[config.mk]
export PLATFORM = sky130hd
export DESIGN_NAME = binary_to_gray_conv
export DESIGN_NICKNAME = d
export VERILOG_FILES = /design/src/rtl/binary_to_gray_conv_pkg.sv /design/src/rtl/binary_to_gray_conv_core.sv /design/src/rtl/binary_to_gray_conv.sv
export SDC_FILE = /design/constraint.sdc
export NUM_CORES = 1
export LEC_CHECK = 0
export CAP_MARGIN = 20
export CORE_AREA = 2 2 39 41
export CTS_BUF_LIST = sky130_fd_sc_hd__clkbuf_16
export DETAILED_ROUTE_END_ITERATION = 7
export DIE_AREA = 0 0 41 43
export PLACE_DENSITY_LB_ADDON = 0.3
export SLEW_MARGIN = 10
export SYNTH_ARGS = -nofsm -noshare
export SYNTH_HDL_FRONTEND = slang
export SYNTH_SLANG_ARGS = --single-unit
[constraint.sdc]
create_clock -name clk -period 1.2 [get_ports clk]
set_clock_uncertainty 0.1 [all_clocks]
set_input_delay 0.36 -clock clk [delete_from_list [all_inputs] [get_ports clk]]
set_output_delay 0.36 -clock clk [all_outputs]
set_load 0.005 [all_outputs]
[src/rtl/binary_to_gray_conv_pkg.sv]
// Shared width, direction encoding and reference conversion functions for the
// 4-bit binary/Gray code converter.
package binary_to_gray_pkg;

  localparam int CODE_W = 4;

  typedef logic [CODE_W-1:0] code_t;

  typedef enum logic {
    DIR_B2G = 1'b0,
    DIR_G2B = 1'b1
  } dir_e;

  function automatic code_t bin2gray(input code_t bin);
    return bin ^ (bin >> 1);
  endfunction

  // Prefix XOR from the MSB down: each binary bit is the parity of all
  // Gray bits at or above it.
  function automatic code_t gray2bin(input code_t gray);
    code_t bin;
    bin[CODE_W-1] = gray[CODE_W-1];
    for (int i = CODE_W - 2; i >= 0; i--) begin
      bin[i] = bin[i+1] ^ gray[i];
    end
    return bin;
  endfunction

endpackage

[src/rtl/binary_to_gray_conv_core.sv]
// Combinational XOR network converting a 4-bit code in either direction.
module binary_to_gray_core
  import binary_to_gray_pkg::*;
(
  input  code_t code,
  input  dir_e  dir,
  output code_t result
);

  // NOTE: result gets a value on every path through always_comb, so no latch
  // can be inferred even if a new direction is added later.
  always_comb begin
    result = '0;
    unique case (dir)
      DIR_B2G: result = bin2gray(code);
      DIR_G2B: result = gray2bin(code);
      default: result = '0;
    endcase
  end

endmodule

[src/rtl/binary_to_gray_conv.sv]
// Registered binary<->Gray nibble converter: one-cycle latency, result held
// between accepted inputs, out_valid pulses once per accepted input.
module binary_to_gray_conv
  import binary_to_gray_pkg::*;
(
  input  logic clk,
  input  logic rst,
  input  logic in_valid,
  input  logic dir,
  input  logic b0,
  input  logic b1,
  input  logic b2,
  input  logic b3,
  output logic g0,
  output logic g1,
  output logic g2,
  output logic g3,
  output logic out_valid
);

  code_t in_code;
  code_t core_res;
  code_t res_q;
  logic  valid_q;

  assign in_code = {b3, b2, b1, b0};

  binary_to_gray_core u_core (
    .code   (in_code),
    .dir    (dir_e'(dir)),
    .result (core_res)
  );

  // NOTE: state uses non-blocking assignments so every flop samples the
  // pre-edge values; reset wins over a simultaneous in_valid.
  always_ff @(posedge clk) begin
    if (rst) begin
      res_q   <= '0;
      valid_q <= 1'b0;
    end else begin
      valid_q <= in_valid;
      // Only a qualified capture can change the result, so X on idle inputs
      // never reaches the outputs.
      if (in_valid) begin
        res_q <= core_res;
      end
    end
  end

  assign {g3, g2, g1, g0} = res_q;
  assign out_valid        = valid_q;

endmodule

==> impl_metrics.ini, run 1 <==
; generated from flow reports
[die]
die_width_um = 41
core.rowCount = 14
die.size.y_um = 43

[synthesis]
topCellsByArea = sky130_fd_sc_hd__dfxtp_1 (46%), sky130_fd_sc_hd__xnor2_1 (12%), sky130_fd_sc_hd__mux2i_1 (9.1%), sky130_fd_sc_hd__a211o_1 (4.0%), sky130_fd_sc_hd__nand2b_2 (4.0%)
largest_area_cell = sky130_fd_sc_hd__dfxtp_1
synthesis.area_um2 = 219.0
synth_cells = 22
ys_chip_area_um2 = 219.0
ys_warnings = 0

[drt]
number_of_remaining_drc_errors = 0
drt_first_iter_violations = 2
mean_routed_wirelength_per_cell_um = 9.492
first_pass_iters = 3

[pwr]
top_power_group = clock
seq_pwr_share = 0.227
power.density_cell_area_nw_per_um2 = 1743
power.total_mw = 0.8180

[clock_network]
clk_path_buf_depth = 2
cts_tree = done
clk_latency_ns = 0.23
cts_hold_buffers = 0
clkTransAtPathRegs_ns = 0.03

[placed_design]
gp_congestion = 0.7205
placement.cell_area_um2 = 396.6

[timing]
tns_ns = 0
worst_slew_pin_slew_ns = 0.2022
timing.fmax_mhz = 853.8

[critical_path]
series_of_cell_instances_along_the_critical_path = clkdlybuf4s15_1
worstSetupStartpointType = register
crit_path_max_incr_delay_ns = 0.30
regToRegSetupSlack_ns = 0.43
path_depth = 1
critical_path_buf_inv_count = 1
critical-path-top-delay-family = flip-flops
critical_path.endpoint = out_valid
element_type_at_the_critical_path_end = output port
worstRegToRegCells = 2
reg2reg_from = res_q[0]$_SDFFE_PP0P_

[outcome]
outcome = finished, final reports clean

[grt]
grt_max_degree = 5
vias_in_the_first_global_route = 206

[hold_path]
hold_path_startpoint = dir

[run]
cap_violations = 0

[finish]
area_growth_pct = 114.3
==> run 1: final cells by class <==
| type | instances | area, µm² |
|---|---|---|
| fill | 153 | 914.6 |
| timing repair buffer | 17 | 133.9 |
| multi-input combinational | 15 | 126.4 |
| sequential | 5 | 102.6 |
| clock buffer | 3 | 75.07 |
| tap | 16 | 20.02 |
| inverter | 2 | 7.507 |
| clock inverter | 1 | 3.754 |
==> run 1: worst min-delay path, delay by kind of cell <==
kind | cells | cell delay [ns]
AOI/OAI and AO/OA | 1 | 0.07
buffers and inverters | 1 | 0.15
and+or+nand+nor | 1 | 0.09
==> run 1: per-layer routing <==
metal,track usage,share of wire,vias up
li1,-,-,116
met1,0.09709,0.43,92
met2,0.1000,0.41,14
met3,0.09948,0.16,0
met4,0.04000,0,0
met5,0,0,-
==> run 1: through the flow <==
step / setup slack (ns) / std cells
after floorplan: 0.1317 / 22
after global placement: -0.4211 / 55
after detailed placement: -0.3986 / 55
after CTS: 0.002108 / 59
after global routing: 0.00005929 / 59
final: 0.02870 / 59
==> run 1: cells in the mapped netlist (all sizes together) <==
| library cell | instances |
|---|---|
| nand2b | 2 |
| a211o | 1 |
| inv | 2 |
| o311ai | 1 |
| o22ai | 1 |
| dfxtp | 5 |
| mux2i | 2 |
| nand4 | 1 |
| xnor2 | 3 |
| nor2 | 2 |
| nand2 | 1 |
| xor2 | 1 |
==> run 1: registers in the layout, indices dropped and copies added, names as in the netlist <==
register   flops
out_valid      1
res_q          4
==> run 1: cells by family (layout without fill, tap and decap cells) <==
logic type	after synthesis	in the layout	synth area share
xor+xnor	4	4	0.1600
flops	5	5	0.4572
buf+inv	2	23	0.03430
mux	2	2	0.09143
simple gates	6	6	0.1486
compound gates	3	3	0.1086
**Run 1: gate families picked out**

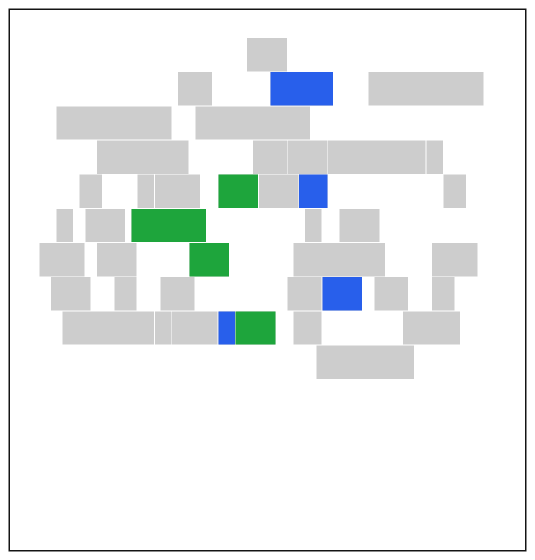
[blue] nand cells | cells: 4
[green] xor and xnor cells | cells: 4 | where: centre

**Run 1: drive-strength map**

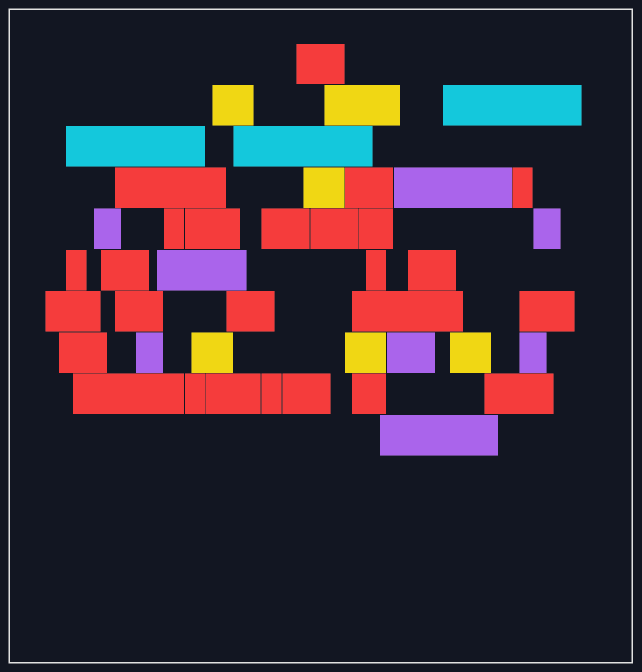
[yellow] x3 and x4 | cells: 6 | share: 14%
[purple] x2 | cells: 8 | share: 19%
[red] x1 and smaller | cells: 26 | share: 60%
[cyan] x6 and larger | cells: 3 | share: 7.0%

**Run 1: cell area per tile**

8 x 9 tiles, from dark blue (low) to red (high), 0 to 100% covered.
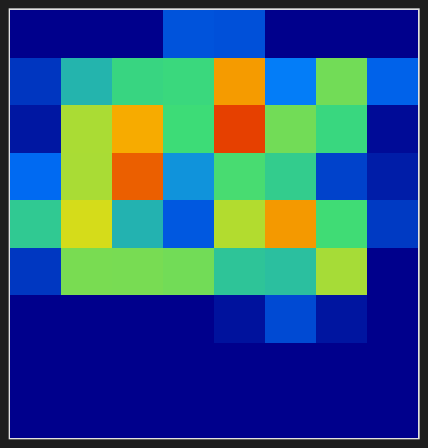
emptiest ninth of the die: south-west
mean over tiles: 26%
tiles over 75% full: 6.9%
nearly empty tiles: 39%
fullest tile: 93%
starting utilization of the core area: 0.1582
share of the core filled with cells: 0.3391

**Run 1: signal wires by layer**

Only two layers are drawn.
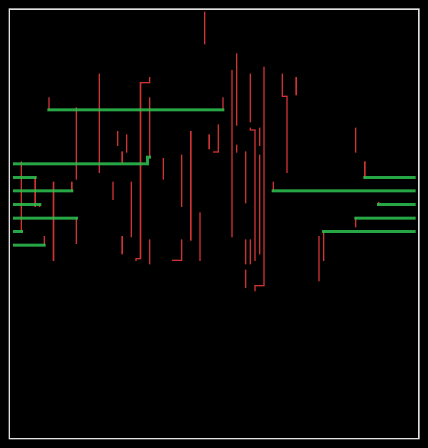
[red] M2 | wire length: 230 µm
[green] M3 | wire length: 89.6 µm
vias post-DR: 222
Total Routed Length: 560 µm
all-layer global routing usage: 0.08753

--- run 2 (diff from run 1) ---
Settings changed: ABC_AREA set to 1, CTS_CLUSTER_DIAMETER set to 100.
**Run 2: drive-strength map**

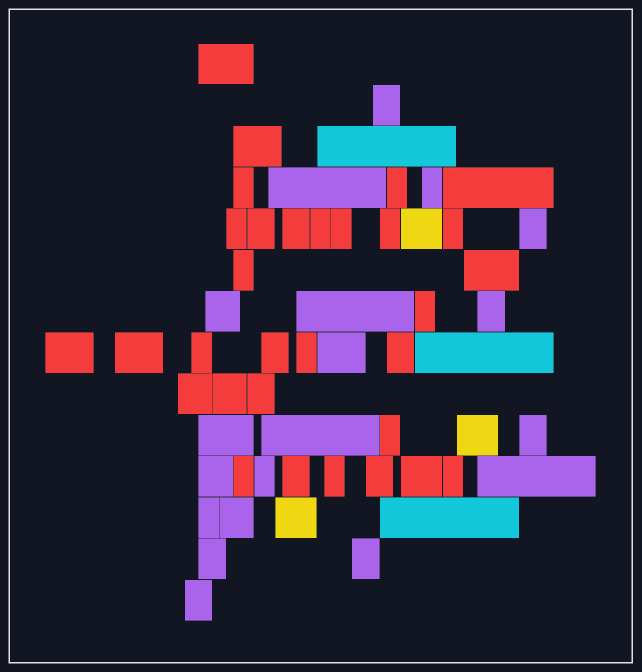
[cyan] x6 and larger | cells: 3 | share: 5.4%
[purple] x2 | cells: 19 | share: 34%
[yellow] x3 and x4 | cells: 3 | share: 5.4%
[red] x1 and smaller | cells: 31 | share: 55%

==> impl_metrics.ini, run 2 <==
; generated from flow reports
[timing]
tns_ns = 0
worst_slack_ns = 0.09268
timing.fmax_mhz = 903.1

[run]
cap_violations = 0

[critical_path]
crit_path_max_incr_delay_ns = 0.31
worstRegToRegCells = 3
path_depth = 1
critical_path_buf_inv_count = 1

[outcome]
outcome = finished, final reports clean

[synthesis]
synth_cells = 38
post_synth_xor_area_fraction = 0
ys_sh_adder = 0
synth.top_cells.by_count = sky130_fd_sc_hd__inv_1 (8), sky130_fd_sc_hd__nand2_1 (8), sky130_fd_sc_hd__dfxtp_1 (5)
ys_chip_area_um2 = 249.0
synthesis.area_um2 = 249.0
post_synth_mux_area_share = 0
largest_area_cell = sky130_fd_sc_hd__dfxtp_1

[clock_network]
clkTransAtPathRegs_ns = 0.03
cts_tree = done

[finish]
area_growth_pct = 86.43
utilization = 0.3354

[grt]
grt_max_degree = 10
vias_in_the_first_global_route = 262

[pwr]
power.total_mw = 0.8124

[drt]
drt_wl_total_um = 545
number_of_remaining_drc_errors = 0

[placed_design]
placement.cell_area_um2 = 406.6
dp_cells = 68

[die]
die.size.y_um = 43
core.rowCount = 14
## run 2: netlist changes by cell type in the layout (fill, tap and decap cells not counted), sizes merged, moves of 3 or more
| cell | change |
|---|---|
| nand2 | +7 |
| clkbuf | +3 |
| o21ai | +3 |
| xnor2 | -3 |
| inv | +7 |
| nand3 | +4 |
## run 2: final timing paths
check	from	to	slack [ns]
setup reg to reg	res_q[2]$_SDFFE_PP0P_	res_q[2]$_SDFFE_PP0P_	0.37
hold / removal	b3	res_q[3]$_SDFFE_PP0P_	0.37
setup / recovery	res_q[2]$_SDFFE_PP0P_	g2	0.09
hold reg to reg	res_q[3]$_SDFFE_PP0P_	res_q[3]$_SDFFE_PP0P_	0.41
## run 2: per-layer routing
metal	routed length (µm)	up-vias	global-route usage
met4	23	0	0.06000
met5	0	-	0
li1	-	154	-
met2	237	10	0.1063
met1	219	118	0.1061
met3	64	3	0.04712
## run 2: kinds of logic (layout without fill, tap and decap cells)
| family | Yosys count | after routing |
|---|---|---|
| simple gates | 17 | 17 |
| buf+inv | 10 | 28 |
| compound gates | 6 | 6 |
| flops | 5 | 5 |
## run 2: power by group through the flow
stage               combinational [mW]  sequential (mW)  clock, mW
floorplan                       0.0399            0.188          0
global placement                 0.102            0.187          0
detailed placement               0.103            0.187          0
CTS                             0.0979            0.186      0.547
global route                     0.104            0.187      0.559
finish                          0.0897            0.186      0.537
## run 2: cell type report
| class | instances | area (µm²) |
|---|---|---|
| well taps | 16 | 20.02 |
| inverters | 9 | 33.78 |
| fillers | 156 | 919.6 |
| flip-flops and latches | 5 | 105.1 |
| clock inverters | 1 | 3.754 |
| clock buffers | 3 | 75.07 |
| multi-input cells | 23 | 122.6 |
| repair buffers | 15 | 103.9 |
No activity file was given, so power comes from the tool's default toggle rates.
